--- src/rtl/full_adder_delay_reg.sv ---
// 1-bit full adder whose sum, carry-out and propagate/generate results each travel
// through an independent shift-register pipeline, modelling gate delay as latency.
module full_adder_delay_reg #(
  parameter int SUM_LAT  = 2,
  parameter int COUT_LAT = 2,
  parameter int PG_LAT   = 1
) (
  input  logic clk,
  input  logic rst,
  input  logic in_valid,
  input  logic a,
  input  logic b,
  input  logic cin,
  output logic sum,
  output logic sum_valid,
  output logic cout,
  output logic cout_valid,
  output logic p,
  output logic g,
  output logic pg_valid
);

  generate
    if (SUM_LAT < 1 || SUM_LAT > 16) begin : g_bad_sum_lat
      $fatal(1, "full_adder_delay_reg: SUM_LAT must be within 1..16");
    end
    if (COUT_LAT < 1 || COUT_LAT > 16) begin : g_bad_cout_lat
      $fatal(1, "full_adder_delay_reg: COUT_LAT must be within 1..16");
    end
    if (PG_LAT < 1 || PG_LAT > 16) begin : g_bad_pg_lat
      $fatal(1, "full_adder_delay_reg: PG_LAT must be within 1..16");
    end
  endgenerate

  function automatic logic fa_sum(input logic x, input logic y, input logic z);
    return x ^ y ^ z;
  endfunction

  function automatic logic fa_carry(input logic x, input logic y, input logic z);
    return (x & y) | (x & z) | (y & z);
  endfunction

  // Data is gated by in_valid so idle slots carry 0 rather than stale results.
  logic w_sum;
  logic w_cout;
  logic w_p;
  logic w_g;

  assign w_sum  = in_valid & fa_sum(a, b, cin);
  assign w_cout = in_valid & fa_carry(a, b, cin);
  assign w_p    = in_valid & (a ^ b);
  assign w_g    = in_valid & (a & b);

  logic [SUM_LAT-1:0]  r_sum_d;
  logic [SUM_LAT-1:0]  r_sum_v;
  logic [COUT_LAT-1:0] r_cout_d;
  logic [COUT_LAT-1:0] r_cout_v;
  logic [PG_LAT-1:0]   r_p_d;
  logic [PG_LAT-1:0]   r_g_d;
  logic [PG_LAT-1:0]   r_pg_v;

  // Sum path: SUM_LAT stages, shifting every clock.
  always_ff @(posedge clk or posedge rst) begin
    if (rst) begin
      r_sum_d <= '0;
      r_sum_v <= '0;
    end else begin
      r_sum_d[0] <= w_sum;
      r_sum_v[0] <= in_valid;
      for (int i = 1; i < SUM_LAT; i++) begin
        r_sum_d[i] <= r_sum_d[i-1];
        r_sum_v[i] <= r_sum_v[i-1];
      end
    end
  end

  // Carry path: COUT_LAT stages.
  always_ff @(posedge clk or posedge rst) begin
    if (rst) begin
      r_cout_d <= '0;
      r_cout_v <= '0;
    end else begin
      r_cout_d[0] <= w_cout;
      r_cout_v[0] <= in_valid;
      for (int i = 1; i < COUT_LAT; i++) begin
        r_cout_d[i] <= r_cout_d[i-1];
        r_cout_v[i] <= r_cout_v[i-1];
      end
    end
  end

  // Propagate/generate path: PG_LAT stages.
  always_ff @(posedge clk or posedge rst) begin
    if (rst) begin
      r_p_d  <= '0;
      r_g_d  <= '0;
      r_pg_v <= '0;
    end else begin
      r_p_d[0]  <= w_p;
      r_g_d[0]  <= w_g;
      r_pg_v[0] <= in_valid;
      for (int i = 1; i < PG_LAT; i++) begin
        r_p_d[i]  <= r_p_d[i-1];
        r_g_d[i]  <= r_g_d[i-1];
        r_pg_v[i] <= r_pg_v[i-1];
      end
    end
  end

  assign sum        = r_sum_d[SUM_LAT-1];
  assign sum_valid  = r_sum_v[SUM_LAT-1];
  assign cout       = r_cout_d[COUT_LAT-1];
  assign cout_valid = r_cout_v[COUT_LAT-1];
  assign p          = r_p_d[PG_LAT-1];
  assign g          = r_g_d[PG_LAT-1];
  assign pg_valid   = r_pg_v[PG_LAT-1];

endmodule

--- config.mk ---
export PLATFORM = sky130hd
export DESIGN_NAME = full_adder_delay_reg
export DESIGN_NICKNAME = d
export VERILOG_FILES = /design/src/rtl/full_adder_delay_reg.sv
export SDC_FILE = /design/constraint.sdc
export NUM_CORES = 1
export LEC_CHECK = 0
export ABC_AREA = 0
export CORE_AREA = 8 8 45 47
export CTS_BUF_LIST = sky130_fd_sc_hd__clkbuf_4
export DETAILED_ROUTE_END_ITERATION = 16
export DIE_AREA = 0 0 53 55
export PLACE_DENSITY_LB_ADDON = 0.3
export SLEW_MARGIN = 20
export SYNTH_ARGS = -nofsm -noshare
export SYNTH_HDL_FRONTEND = slang
export SYNTH_SLANG_ARGS = --single-unit
--- constraint.sdc ---
create_clock -name clk -period 1.07 [get_ports clk]
set_input_delay 0.214 -clock clk [delete_from_list [all_inputs] [get_ports clk]]
set_output_delay 0.214 -clock clk [all_outputs]
set_load 0.1 [all_outputs]
==> flow_summary.json, run 1 <==
{
  "hold_viol": 0,
  "fp_nets": 24,
  "slowest_delay_ps": 500,
  "seq_share_pct": 40.8,
  "crit_family": "flip-flops",
  "ff2ff_path_depth": 0,
  "post-place-ws_ps": -344,
  "internal-power_uw": 581,
  "path_depth": 1,
  "cp.required_ps": 860,
  "status": "complete, but fails checks",
  "fin_ws_ps": -68.0,
  "crit_path_max_fanout": 2,
  "syn_to_final_growth_pct": 91.6,
  "drive_above_1_share_pct": 56.3,
  "utilization_pct": 37.3,
  "placed_cell_area_um2": 489,
  "ioPinCount": 13,
  "io_buffer_count": 12,
  "overflow": 0,
  "worstSetupPathType": "flip-flop to output port",
  "violations": "negative setup slack",
  "cts_tree": "built",
  "dr_total_vias": 175,
  "clock_area_share_pct": 5.83,
  "final_cells": 48,
  "yosysMostFrequentCell": "dfrtp_1",
  "num_rows": 14,
  "die_w_um": 53,
  "nonClockInverterCount": 1,
  "p_clk_uw": 260,
  "grt_pass1_vias": 195,
  "finalClockSkew_ps": 0.0941,
  "wl_per_cell_um": 8.98,
  "holdBufCountCts": 0,
  "post_cts_buffers": 0,
  "syn_inst": 16,
  "placedCellCount": 44,
  "sh_comb_area_pct": 11.2,
  "power_leader": "sequential cells",
  "num-fill-cells": 135,
  "ys_sh_mux_pct": 0,
  "num_antenna_cells": 0,
  "drc": 0,
  "power.share.clock_pct": 31.1,
  "final.setup.tns_ps": -136,
  "startpoint": "r_cout_v[1]",
  "fmaxAchievable_mhz": 879,
  "maxSlewHeadroom_pct": 82.1,
  "crit_buf_inv": 1,
  "rr_startpoint": "r_cout_v[0]",
  "largestClassByArea": "sequential cells",
  "p_total_uw": 835,
  "post_cts_resized": 3,
  "signal_buffers": 13,
  "warnings": 29,
  "cts.path.max_buffers": 2,
  "rsz0062_at_grt": "yes",
  "ant_nets": 0,
  "slew_violations": 0,
  "p_per_area_nw_per_um2": 1620,
  "ff2ff_setup_slack_ps": 530,
  "combGateArea_um2": 57.6,
  "ff_type": "dfrtp_1",
  "syn_area_um2": 269,
  "numCtsBuffers": 3,
  "finalSetupViolations": 2,
  "avgSynthCellArea_um2": 16.8,
  "critPathCapture": "sum_valid",
  "wl_um": 431,
  "top_cells_by_count": "8 x dfrtp_1, 4 x and2_1",
  "p_comb_uw": 233,
  "finalClockPeriodUsage_pct": 106,
  "drtIter0Drc": 0,
  "ys_area_um2": 269,
  "die_y_um": 55,
  "cp_cell_sequence": "buf_12",
  "adder_share_pct": 12.1,
  "min_path_type": "input port to asynchronous set/reset pin",
  "r2r_end": "r_cout_v[1]",
  "synth_top_area_share_pct": 74.4,
  "async_flop_share_pct": 100,
  "first_pass_iters": 1,
  "grt_pass1_wl_um": 765
}
run 1: routing by layer:
| layer | track usage, % | vias up | wire [um] | part of all wire [%] |
|---|---|---|---|---|
| met2 | 3.71 | 13 | 174 | 40 |
| met4 | 10.3 | 0 | 27 | 6.3 |
| met1 | 3.74 | 82 | 135 | 31 |
| met5 | 0 | - | 0 | 0 |
| met3 | 2.94 | 2 | 93 | 22 |
| li1 | - | 78 | - | - |
run 1: cell usage in the layout (no fill, tap or decap), drive strengths merged:
master / instances
ha: 1
clkdlybuf4s50: 2
and2: 4
fa: 1
dlygate4sd2: 3
dfrtp: 8
clkbuf: 4
inv: 1
buf: 8
run 1: cell families after synthesis:
kind of cell | count (synthesis)
buffers and inverters | 2
flip-flops | 8
adder cells (fa/ha/maj) | 2
AND/OR/NAND/NOR | 4
### Met1 routing, run 1

Supply wires on this layer in gray.
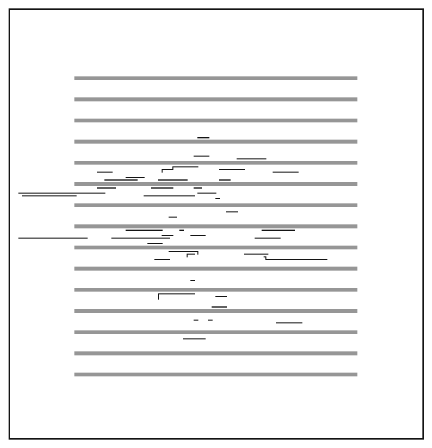
- main direction: horizontal
- nets with wire on the layer: 28
- wire length on this layer: 135 um
- longest straight run: 11.0 um

### Metal 2, run 1

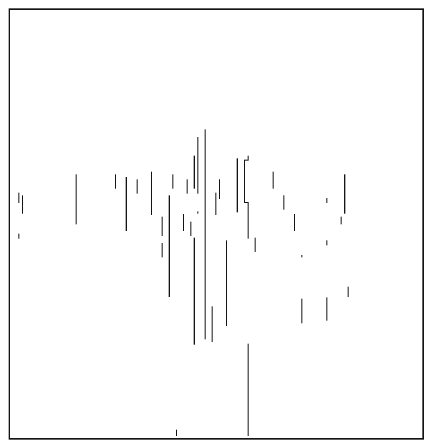
- wire length on this layer: 175 um
- share of all routed wire: 40%
- main direction: vertical
- nets with wire on the layer: 37
- longest straight run: 26.9 um

### M3 wires, run 1

The bar under the picture is 20 um long. Cells faint in the background.
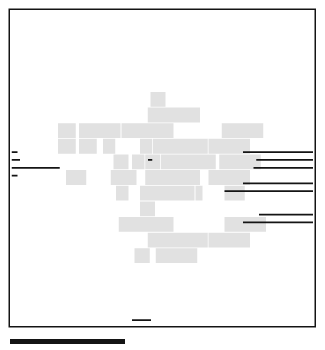
- longest straight run: 15.1 um
- nets with wire on the layer: 12
- wire length on this layer: 93.3 um

### Signal wires by layer, run 1

The bar under the picture is 20 um long. Two of the layers only.
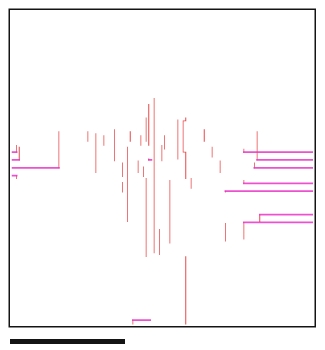

## Run 2: what changed since run 1
--- a/config.mk
+++ b/config.mk
@@ -7,7 +7,7 @@
 export LEC_CHECK = 0
 export ABC_AREA = 0
 export CORE_AREA = 8 8 45 47
-export CTS_BUF_LIST = sky130_fd_sc_hd__clkbuf_4
+export CTS_BUF_LIST = sky130_fd_sc_hd__clkbuf_16
 export DETAILED_ROUTE_END_ITERATION = 16
 export DIE_AREA = 0 0 53 55
 export PLACE_DENSITY_LB_ADDON = 0.3
### Signal wires by layer, run 2

The bar under the picture is 20 um long. Two of the layers only.
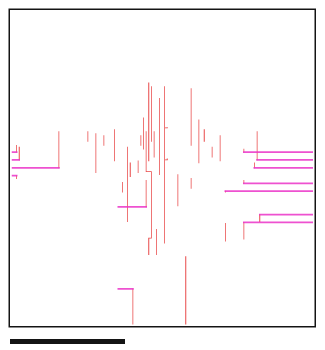
- red: M2 (wire length 218 um)
- magenta: M3 (wire length 97.5 um)
via count: 174
routed len/inst: 10.3 um
final wirelength: 495 um
GRT Total Usage: 4.47%

==> run 2 against run 1 <==
  * The flow still finishes with violations (negative setup slack)
  * Worst hold slack better by 27 ps
  * Maximum frequency grew 2.1%
  * Non-clock buffer count unchanged
  * Clock power grew 140%
  * Clock skew hardly changed
  * Die area did not move
  * Largest cell class unchanged
  * Highest routed layer unchanged
==> flow_summary.json, run 2 <==
{
  "placed_cell_area_um2": 489,
  "post_cts_resized": 3,
  "crit_buf_inv": 1,
  "p_per_area_nw_per_um2": 2130,
  "top_layer": "met4",
  "crit_path_max_fanout": 2,
  "post_cts_buffers": 0,
  "num_antenna_cells": 0,
  "fp_nets": 24,
  "violations": "negative setup slack",
  "met2_length_um": 217,
  "cp_cell_sequence": "buf_12",
  "cts.path.max_buffers": 2,
  "status": "complete, but fails checks",
  "final.setup.tns_ps": -89.2,
  "use_met1_pct": 4.06,
  "largestClassByArea": "sequential cells",
  "finalClockPeriodUsage_pct": 104,
  "cp.required_ps": 860,
  "crit_family": "flip-flops",
  "ioPinCount": 13,
  "fin_ws_ps": -44.6,
  "numCtsBuffers": 3,
  "holdBufCountCts": 0,
  "ant_nets": 0,
  "num-fill-cells": 133,
  "worstSetupPathType": "flip-flop to output port",
  "post-place-ws_ps": -344,
  "overflow": 0,
  "clock_area_share_pct": 14.0,
  "io_buffer_count": 12,
  "nonClockInverterCount": 1,
  "drc": 0,
  "combGateArea_um2": 57.6,
  "min_path_type": "input port to asynchronous set/reset pin",
  "async_flop_share_pct": 100,
  "utilization_pct": 40.8,
  "finalSetupViolations": 2,
  "layout_top_cell": "buf_12",
  "finalClockSkew_ps": 0.0587,
  "signal_buffers": 13,
  "top_cells_by_count": "8 x dfrtp_1, 4 x and2_1",
  "ys_sh_mux_pct": 0,
  "drive_above_1_share_pct": 53.1,
  "syn_inst": 16,
  "grt_pass1_vias": 209,
  "adder_share_pct": 12.1,
  "num_rows": 14,
  "synth_top_area_share_pct": 74.4,
  "grtUsageMet2_pct": 4.49,
  "die_w_um": 53,
  "drtIter0Drc": 1,
  "hold_viol": 0
}
### M3 wires, run 2

The bar under the picture is 20 um long. Cells faint in the background.
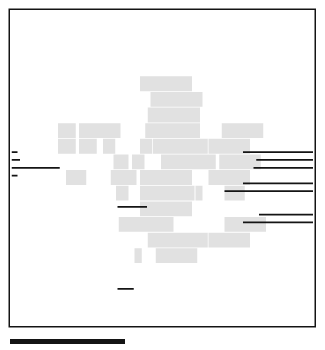
- main direction: horizontal
- nets with wire on the layer: 12
- share of all routed wire: 20%
- wire length on this layer: 97.5 um
GR Util met3: 3.74%

[run 2: netlist changes by cell type in the layout (fill, tap and decap cells not counted), sizes merged]
cell / previous run / this run
clkbuf: 4 / 3
inv: 1 / 2
[run 2: worst paths after layout]
check | start | endpoint | slack [ps] | cells past startpoint
worst min-delay path | rst | r_cout_v[1] | 230 | 2
max in group asynchronous | rst | r_cout_v[1] | 600 | 2
worst max-delay path | r_cout_v[1] | sum_valid | -40 | 1
worst min register to register | r_sum_d[0] | r_sum_d[1] | 350 | 0
min in group clk | r_sum_d[0] | r_sum_d[1] | 350 | 0
worst max register to register | r_cout_v[0] | r_cout_v[1] | 540 | 0
[run 2: power by group]
part	total [uW]	switching (uW)	internal, uW
Clock	624	139	486
Combinational	234	148	86.1
Sequential	344	15.1	329
### Metal 2, run 2

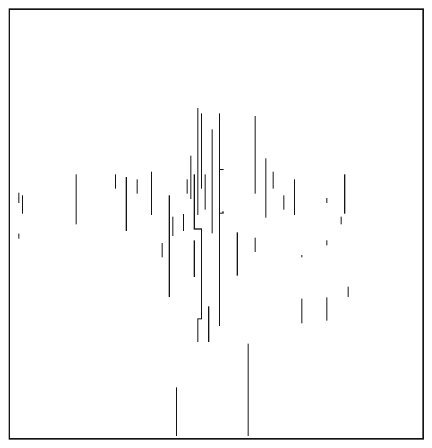

## Run 3: what changed since run 2
--- a/config.mk
+++ b/config.mk
@@ -11,6 +11,7 @@
 export DETAILED_ROUTE_END_ITERATION = 16
 export DIE_AREA = 0 0 53 55
 export PLACE_DENSITY_LB_ADDON = 0.3
+export SKIP_CTS_REPAIR_TIMING = 1
 export SLEW_MARGIN = 20
 export SYNTH_ARGS = -nofsm -noshare
 export SYNTH_HDL_FRONTEND = slang
### Metal 2, run 3

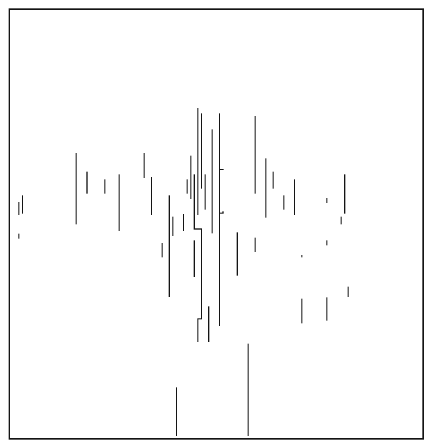
- share of all routed wire: 44%
- nets with wire on the layer: 37
- wire length on this layer: 224 um
- main direction: vertical
- longest straight run: 27.2 um
met2 Resource Use GR: 4.49%
final wirelength: 508 um
via count: 176

### M3 wires, run 3

The bar under the picture is 20 um long. Cells faint in the background.
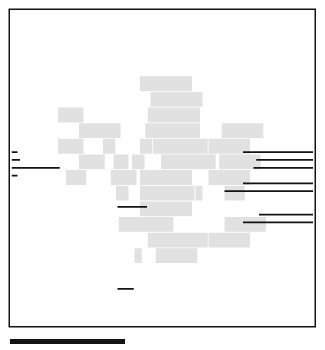
- share of all routed wire: 19%
- longest straight run: 15.1 um

==> run 3 against run 2 <==
  * The flow still finishes with violations (negative setup slack)
  * Clock skew is the same
  * Count of clock-buffer cells in the layout unchanged
  * Sequential share of layout area shrank 0.73 points
  * Area after synthesis did not move
  * Combinational power about the same
  * Register-to-register slack about the same
  * Worst hold slack unchanged
  * Maximum frequency is the same
  * Via count grew 1.1%
  * Clock power about the same
  * First-iteration DRC count is the same
  * Power is 0.19% higher
  * Critical endpoint unchanged
  * Largest power group unchanged
==> flow_summary.json, run 3 <==
{
  "ys_sh_mux_pct": 0,
  "status": "complete, but fails checks",
  "num_antenna_cells": 0,
  "largestClassByArea": "sequential cells",
  "finalClockSkew_ps": 0.0587,
  "r2r_end": "r_cout_v[1]",
  "utilization_pct": 41.6,
  "internal-power_uw": 903,
  "p_total_uw": 1200,
  "adder_share_pct": 12.1,
  "ioPinCount": 13,
  "p_comb_uw": 236,
  "drive_above_1_share_pct": 53.1,
  "swShare_pct": 25.0,
  "p_clk_uw": 624,
  "numCtsBuffers": 3,
  "ff2ff_path_depth": 0,
  "ff2ff_setup_slack_ps": 540,
  "p_per_area_nw_per_um2": 2090,
  "rr_startpoint": "r_cout_v[0]",
  "sh_comb_area_pct": 10.0,
  "yosysMostFrequentCell": "dfrtp_1",
  "crit_buf_inv": 1,
  "clock_area_share_pct": 13.7,
  "most-common-layout-cells": "7 x buf_12, 5 x dfrtp_2, 4 x and2_1",
  "finalSetupViolations": 2,
  "power.share.clock_pct": 51.8,
  "grt_pass1_wl_um": 869,
  "cp.required_ps": 860,
  "ant_nets": 0,
  "worstSetupPathType": "flip-flop to output port",
  "power.switching_uw": 302,
  "syn_inst": 16,
  "die_y_um": 55,
  "seq_power_uw": 344,
  "first_pass_iters": 2,
  "cts_tree": "built",
  "fmaxAchievable_mhz": 897,
  "avgSynthCellArea_um2": 16.8,
  "cts.path.max_buffers": 2,
  "synth_top_area_share_pct": 74.4,
  "hold_viol": 0,
  "maxSlewHeadroom_pct": 81.5,
  "ys_area_um2": 269,
  "violations": "negative setup slack",
  "placed_cell_area_um2": 489,
  "signal_buffers": 13,
  "warnings": 28,
  "fin_ws_ps": -44.6,
  "syn_area_um2": 269
}
-- run 3: routing by layer --
layer  GRT usage, %  vias up  wire length, um
met2           4.49       13              224
met1           4.37       83              172
met3           3.74        2               97
met5              0        -                0
met4           7.76        0               14
li1               -       78                -
-- run 3: worst max-delay path by stage --
| stage | from | to | slack (ps) | depth (start not counted) |
|---|---|---|---|---|
| 6_report | r_cout_v[1] | sum_valid | -40 | 1 |
| 3_5_place_dp | a | r_sum_d[0] | -340 | 3 |
| 3_3_place_gp | b | r_sum_d[0] | -310 | 3 |
| 2_1_floorplan | r_cout_v[1] | sum_valid | -10 | 1 |
| 4_1_cts | a | r_sum_d[0] | -110 | 3 |
| 5_1_grt | r_cout_v[1] | sum_valid | -60 | 1 |
Power and IR drop assume default switching activity.
